==> src/rtl/bt_pkg.sv <==
// Shared widths, reset values and state encoding for the branch target unit.
package bt_pkg;

  localparam int unsigned PC_W  = 10;
  localparam int unsigned PTR_W = 5;
  localparam int unsigned TBL_N = 1 << PTR_W;

  typedef logic [PC_W-1:0]  pc_t;
  typedef logic [PTR_W-1:0] ptr_t;

  localparam pc_t START_PC    = 10'h000;
  localparam pc_t TBL_DEFAULT = 10'h001;

  typedef enum logic [1:0] {
    IDLE = 2'd0,
    RUN  = 2'd1,
    HALT = 2'd2
  } state_t;

endpackage

==> src/rtl/branch_target_unit_if.sv <==
// Decode/host-facing signal bundle of the branch target unit.
interface branch_target_unit_if;
  import bt_pkg::*;

  logic Start;
  logic TblWrEn;
  ptr_t TblWrAddr;
  pc_t  TblWrData;
  logic BranchEn;
  logic BranchTaken;
  ptr_t BranchPtr;
  logic RelMode;
  logic HaltReq;
  pc_t  PC;
  logic Running;
  logic Done;

  modport master (
    output Start, TblWrEn, TblWrAddr, TblWrData,
    output BranchEn, BranchTaken, BranchPtr, RelMode, HaltReq,
    input  PC, Running, Done
  );

  modport slave (
    input  Start, TblWrEn, TblWrAddr, TblWrData,
    input  BranchEn, BranchTaken, BranchPtr, RelMode, HaltReq,
    output PC, Running, Done
  );
endinterface

==> src/rtl/target_table.sv <==
// Run-time loadable branch-target register file: one registered write port,
// one combinational read port returning the value stored before the edge.
module target_table
  import bt_pkg::*;
(
  input  logic Clk,
  input  logic Reset_n,
  input  logic wr_en,
  input  ptr_t wr_addr,
  input  pc_t  wr_data,
  input  ptr_t rd_addr,
  output pc_t  rd_data_c
);

  pc_t entries [TBL_N];

  // Full reset of every entry; a write coincident with reset is dropped.
  always_ff @(posedge Clk) begin
    if (!Reset_n) begin
      for (int unsigned i = 0; i < TBL_N; i++) begin
        entries[i] <= TBL_DEFAULT;
      end
    end else if (wr_en) begin
      entries[wr_addr] <= wr_data;
    end
  end

  // Read sees the pre-edge contents, so a same-edge write is not forwarded.
  assign rd_data_c = entries[rd_addr];

endmodule

==> src/rtl/branch_target_unit.sv <==
// PC sequencer: IDLE/RUN/HALT control with table-driven absolute or relative
// branches, one-cycle latency from decode inputs to PC.
module branch_target_unit
  import bt_pkg::*;
(
  input logic                       Clk,
  input logic                       Reset_n,
  branch_target_unit_if.slave       bus
);

  state_t state;
  pc_t    pc;
  logic   running;
  logic   done;
  pc_t    target_c;
  logic   taken_c;

  target_table u_table (
    .Clk       (Clk),
    .Reset_n   (Reset_n),
    .wr_en     (bus.TblWrEn),
    .wr_addr   (bus.TblWrAddr),
    .wr_data   (bus.TblWrData),
    .rd_addr   (bus.BranchPtr),
    .rd_data_c (target_c)
  );

  assign taken_c = bus.BranchEn & bus.BranchTaken;

  // State, PC and status flags advance together so outputs stay registered.
  always_ff @(posedge Clk) begin
    if (!Reset_n) begin
      state   <= IDLE;
      pc      <= START_PC;
      running <= 1'b0;
      done    <= 1'b0;
    end else begin
      case (state)
        IDLE: begin
          if (bus.Start) begin
            state   <= RUN;
            pc      <= START_PC;
            running <= 1'b1;
          end
        end
        RUN: begin
          if (bus.HaltReq) begin
            state   <= HALT;
            running <= 1'b0;
            done    <= 1'b1;
          end else if (taken_c && !bus.RelMode) begin
            pc <= target_c;
          end else if (taken_c) begin
            pc <= pc + target_c;
          end else begin
            pc <= pc + PC_W'(1);
          end
        end
        HALT: begin
          if (bus.Start) begin
            state   <= RUN;
            pc      <= START_PC;
            running <= 1'b1;
            done    <= 1'b0;
          end
        end
        default: begin
          state   <= IDLE;
          pc      <= START_PC;
          running <= 1'b0;
          done    <= 1'b0;
        end
      endcase
    end
  end

  assign bus.PC      = pc;
  assign bus.Running = running;
  assign bus.Done    = done;

endmodule

==> src/flat_wrapper.sv <==
// flat-port wrapper written by rule: the top's interface ports become plain ports
module branch_target_unit_flat import bt_pkg::*;
  (Clk, Reset_n, bus_Start, bus_TblWrEn, bus_TblWrAddr, bus_TblWrData, bus_BranchEn, bus_BranchTaken, bus_BranchPtr, bus_RelMode, bus_HaltReq, bus_PC, bus_Running, bus_Done);
  branch_target_unit_if bus_i ();
  input logic Clk;
  input logic Reset_n;
  input wire logic [$bits(bus_i.Start)-1:0] bus_Start;
  input wire logic [$bits(bus_i.TblWrEn)-1:0] bus_TblWrEn;
  input wire logic [$bits(bus_i.TblWrAddr)-1:0] bus_TblWrAddr;
  input wire logic [$bits(bus_i.TblWrData)-1:0] bus_TblWrData;
  input wire logic [$bits(bus_i.BranchEn)-1:0] bus_BranchEn;
  input wire logic [$bits(bus_i.BranchTaken)-1:0] bus_BranchTaken;
  input wire logic [$bits(bus_i.BranchPtr)-1:0] bus_BranchPtr;
  input wire logic [$bits(bus_i.RelMode)-1:0] bus_RelMode;
  input wire logic [$bits(bus_i.HaltReq)-1:0] bus_HaltReq;
  output wire logic [$bits(bus_i.PC)-1:0] bus_PC;
  output wire logic [$bits(bus_i.Running)-1:0] bus_Running;
  output wire logic [$bits(bus_i.Done)-1:0] bus_Done;
  assign bus_i.Start = bus_Start;
  assign bus_i.TblWrEn = bus_TblWrEn;
  assign bus_i.TblWrAddr = bus_TblWrAddr;
  assign bus_i.TblWrData = bus_TblWrData;
  assign bus_i.BranchEn = bus_BranchEn;
  assign bus_i.BranchTaken = bus_BranchTaken;
  assign bus_i.BranchPtr = bus_BranchPtr;
  assign bus_i.RelMode = bus_RelMode;
  assign bus_i.HaltReq = bus_HaltReq;
  assign bus_PC = bus_i.PC;
  assign bus_Running = bus_i.Running;
  assign bus_Done = bus_i.Done;
  branch_target_unit u_core (.Clk(Clk), .Reset_n(Reset_n), .bus(bus_i));
endmodule
==> config.mk <==
export PLATFORM = sky130hd
export DESIGN_NAME = branch_target_unit_flat
export DESIGN_NICKNAME = d
export VERILOG_FILES = /design/src/rtl/bt_pkg.sv /design/src/rtl/branch_target_unit_if.sv /design/src/rtl/target_table.sv /design/src/rtl/branch_target_unit.sv /design/src/flat_wrapper.sv
export SDC_FILE = /design/constraint.sdc
export NUM_CORES = 1
export LEC_CHECK = 0
export ABC_AREA = 1
export CAP_MARGIN = 25
export CORE_MARGIN = 2
export CORE_UTILIZATION = 35
export CTS_BUF_LIST = sky130_fd_sc_hd__clkbuf_16
export CTS_CLUSTER_DIAMETER = 100
export DETAILED_ROUTE_END_ITERATION = 10
export GPL_TIMING_DRIVEN = 0
export PLACE_DENSITY = 0.55
export SKIP_CTS_REPAIR_TIMING = 1
export SLEW_MARGIN = 20
export SYNTH_ARGS = -nofsm -noshare
export SYNTH_HDL_FRONTEND = slang
export SYNTH_HIERARCHICAL = 1
export SYNTH_SLANG_ARGS = --single-unit
==> constraint.sdc <==
create_clock -name Clk -period 4.6 [get_ports Clk]
set_clock_uncertainty 0.05 [all_clocks]
set_input_delay 1.15 -clock Clk [delete_from_list [all_inputs] [get_ports Clk]]
set_output_delay 1.15 -clock Clk [all_outputs]
set_load 0.1 [all_outputs]
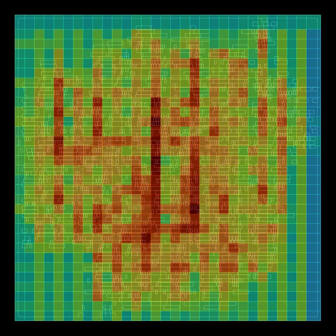
Figure 1: routing congestion.
fraction of met2 tracks used by global routing: 32.04%
Layout Utilization: 40.31%
met3 demand-to-capacity share in global routing: 4.081%
gr busiest metal: met2

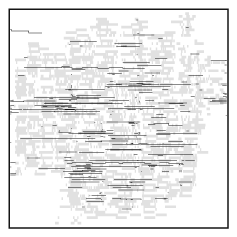
Figure 2: signal wires on met3.
Scale: 1 px per um.
The wires run mostly horizontal. The layer carries 3440 um of wire.
total vias in the final route: 12180
total routed wirelength: 45500 um

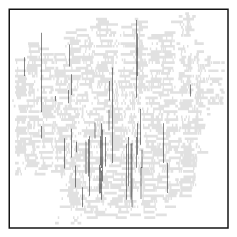
Figure 3: the metal 4 layer.
Scale: 1 px per um.
The longest straight run is 95.2 um. The layer carries 1370 um of wire. The layer holds 3.0% of the routed length.

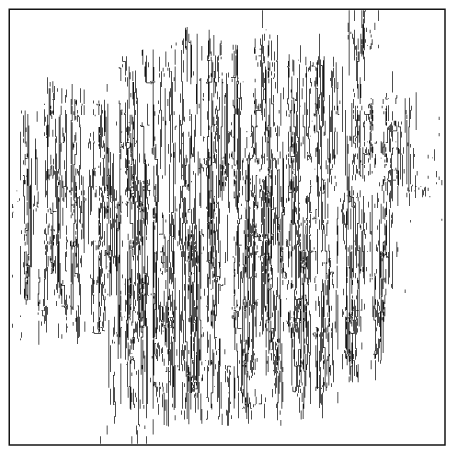
Figure 4: M2 wires.
Scale: 2 px per um.
The layer carries 20.8 mm of wire. The layer holds 46% of the routed length. 1425 nets have wire on it.

==> design notes <==
The flow ran to the end, and the final reports show no timing, DRC or antenna violations. Summed over all layers, the global routing overflow is 0. For the pin with the worst max-slew slack, the measured transition is 0.9884 ns. After detailed placement, the total cell area comes to 17010 um^2. The die is 217.1 um tall.

The worst hold path begins at u_core/bus.Running$_SDFFE_PN0P_. Per the CTS log, the buffer count on the longest clock path is 3. The run gives 7113 uW as the final total power. Simple-gate portion of the synthesized area: 30.63%. The count of port buffers added during placement is 36. CTS root buffer: clkbuf_16.

The fmax was 0.2521 GHz; the setup total negative slack was 0 ns. The launch point of the critical path was reported as bus_BranchPtr[2]. Broken down by cell family, the worst path's largest delay share belongs to simple AND/OR/NAND/NOR gates.

Number of antenna violations at the first check in global routing: 1. Max-slew check failures listed in the final report amount to 0. With the core box area at 45090 um^2, the layout-stage area growth over the synthesis result is 14.31%. In the synthesized netlist, the cells that appear most often are nand2_1, nor2_1, edfxtp_1, nand3_1, clkbuf_1. With the total non-filler cell area in the finished layout at 18170 um^2, the power share of the sequential group is 49.7%. Per the layout report, the design carries 86 non-clock inverters. In the synthesis report, Yosys lists the chip area as 15900 um^2.

The layout summary lists the proportion of cells stronger than drive strength 1 as 7.393%. With the minimum clock period at 3.966 ns, the cell area after technology mapping is 15900 um^2. The synthesis log from Yosys contains 6 warnings. The worst path buffer plus inverter count works out to 3.

The cell count after synthesis came out at 1754. Per report_power, the Clock row totals 2890 uW. The cell sequence reported for the critical path is clkbuf_1 > inv_1 > clkbuf_1 > nand3_1 > nand2_1 > nand2_1 > nand2_1 > nand2_1 > nand2_1 > or2_2 > ha_1 > fa_1 > nand3_1 > nand2_1 > nand3_1 > nand3b_1 > nand3_1 > nand2_1 > nand2_1 > nand2_1.

The leading register cell type out of synthesis is edfxtp_1. Ranked by power, first place goes to registers. With the logic gate share of total power at 9.6%, the total placed cells including tap cells is 2390. The run gives 18.55 um for the final routed wire length divided by cell count. For reference, the clock transition at the flip-flops on the worst setup and hold paths is 0.06 ns. The run gives 0.4136 ns as the hold slack. Nature of the critical path startpoint: an input port. For this run, combinational gates with multiple inputs come to 1233. The deepest level of the CTS H-tree is 2. Leakage power summed over all cells: 0.007277 uW.
flip-flops by register name, summed over array words and instances (netlist names):
register	flops
u_core/bus.Done	1
u_core/bus.Running	1
u_core/bus.PC	10
u_core/u_table/entries	320
u_core/state	2
layout by cell type (no fill, tap or decap), drive strengths merged, types with 9 or more instances in the layout:
master / n
nand2: 585
edfxtp: 320
nand3: 252
dfxtp: 14
buf: 51
nor2: 343
inv: 92
clkinv: 12
nor3: 12
ha: 9
clkdlybuf4s50: 36
o21ai: 11
clkbuf: 89
a21oi: 9
metal layers:
layer | up-vias | wire [um]
met1 | 5754 | 19860
met2 | 412 | 20820
met3 | 85 | 3442
met4 | 2 | 1368
met5 | - | 16
li1 | 5927 | -
Power figures rest on the tool's default switching activity, not on a simulated workload.
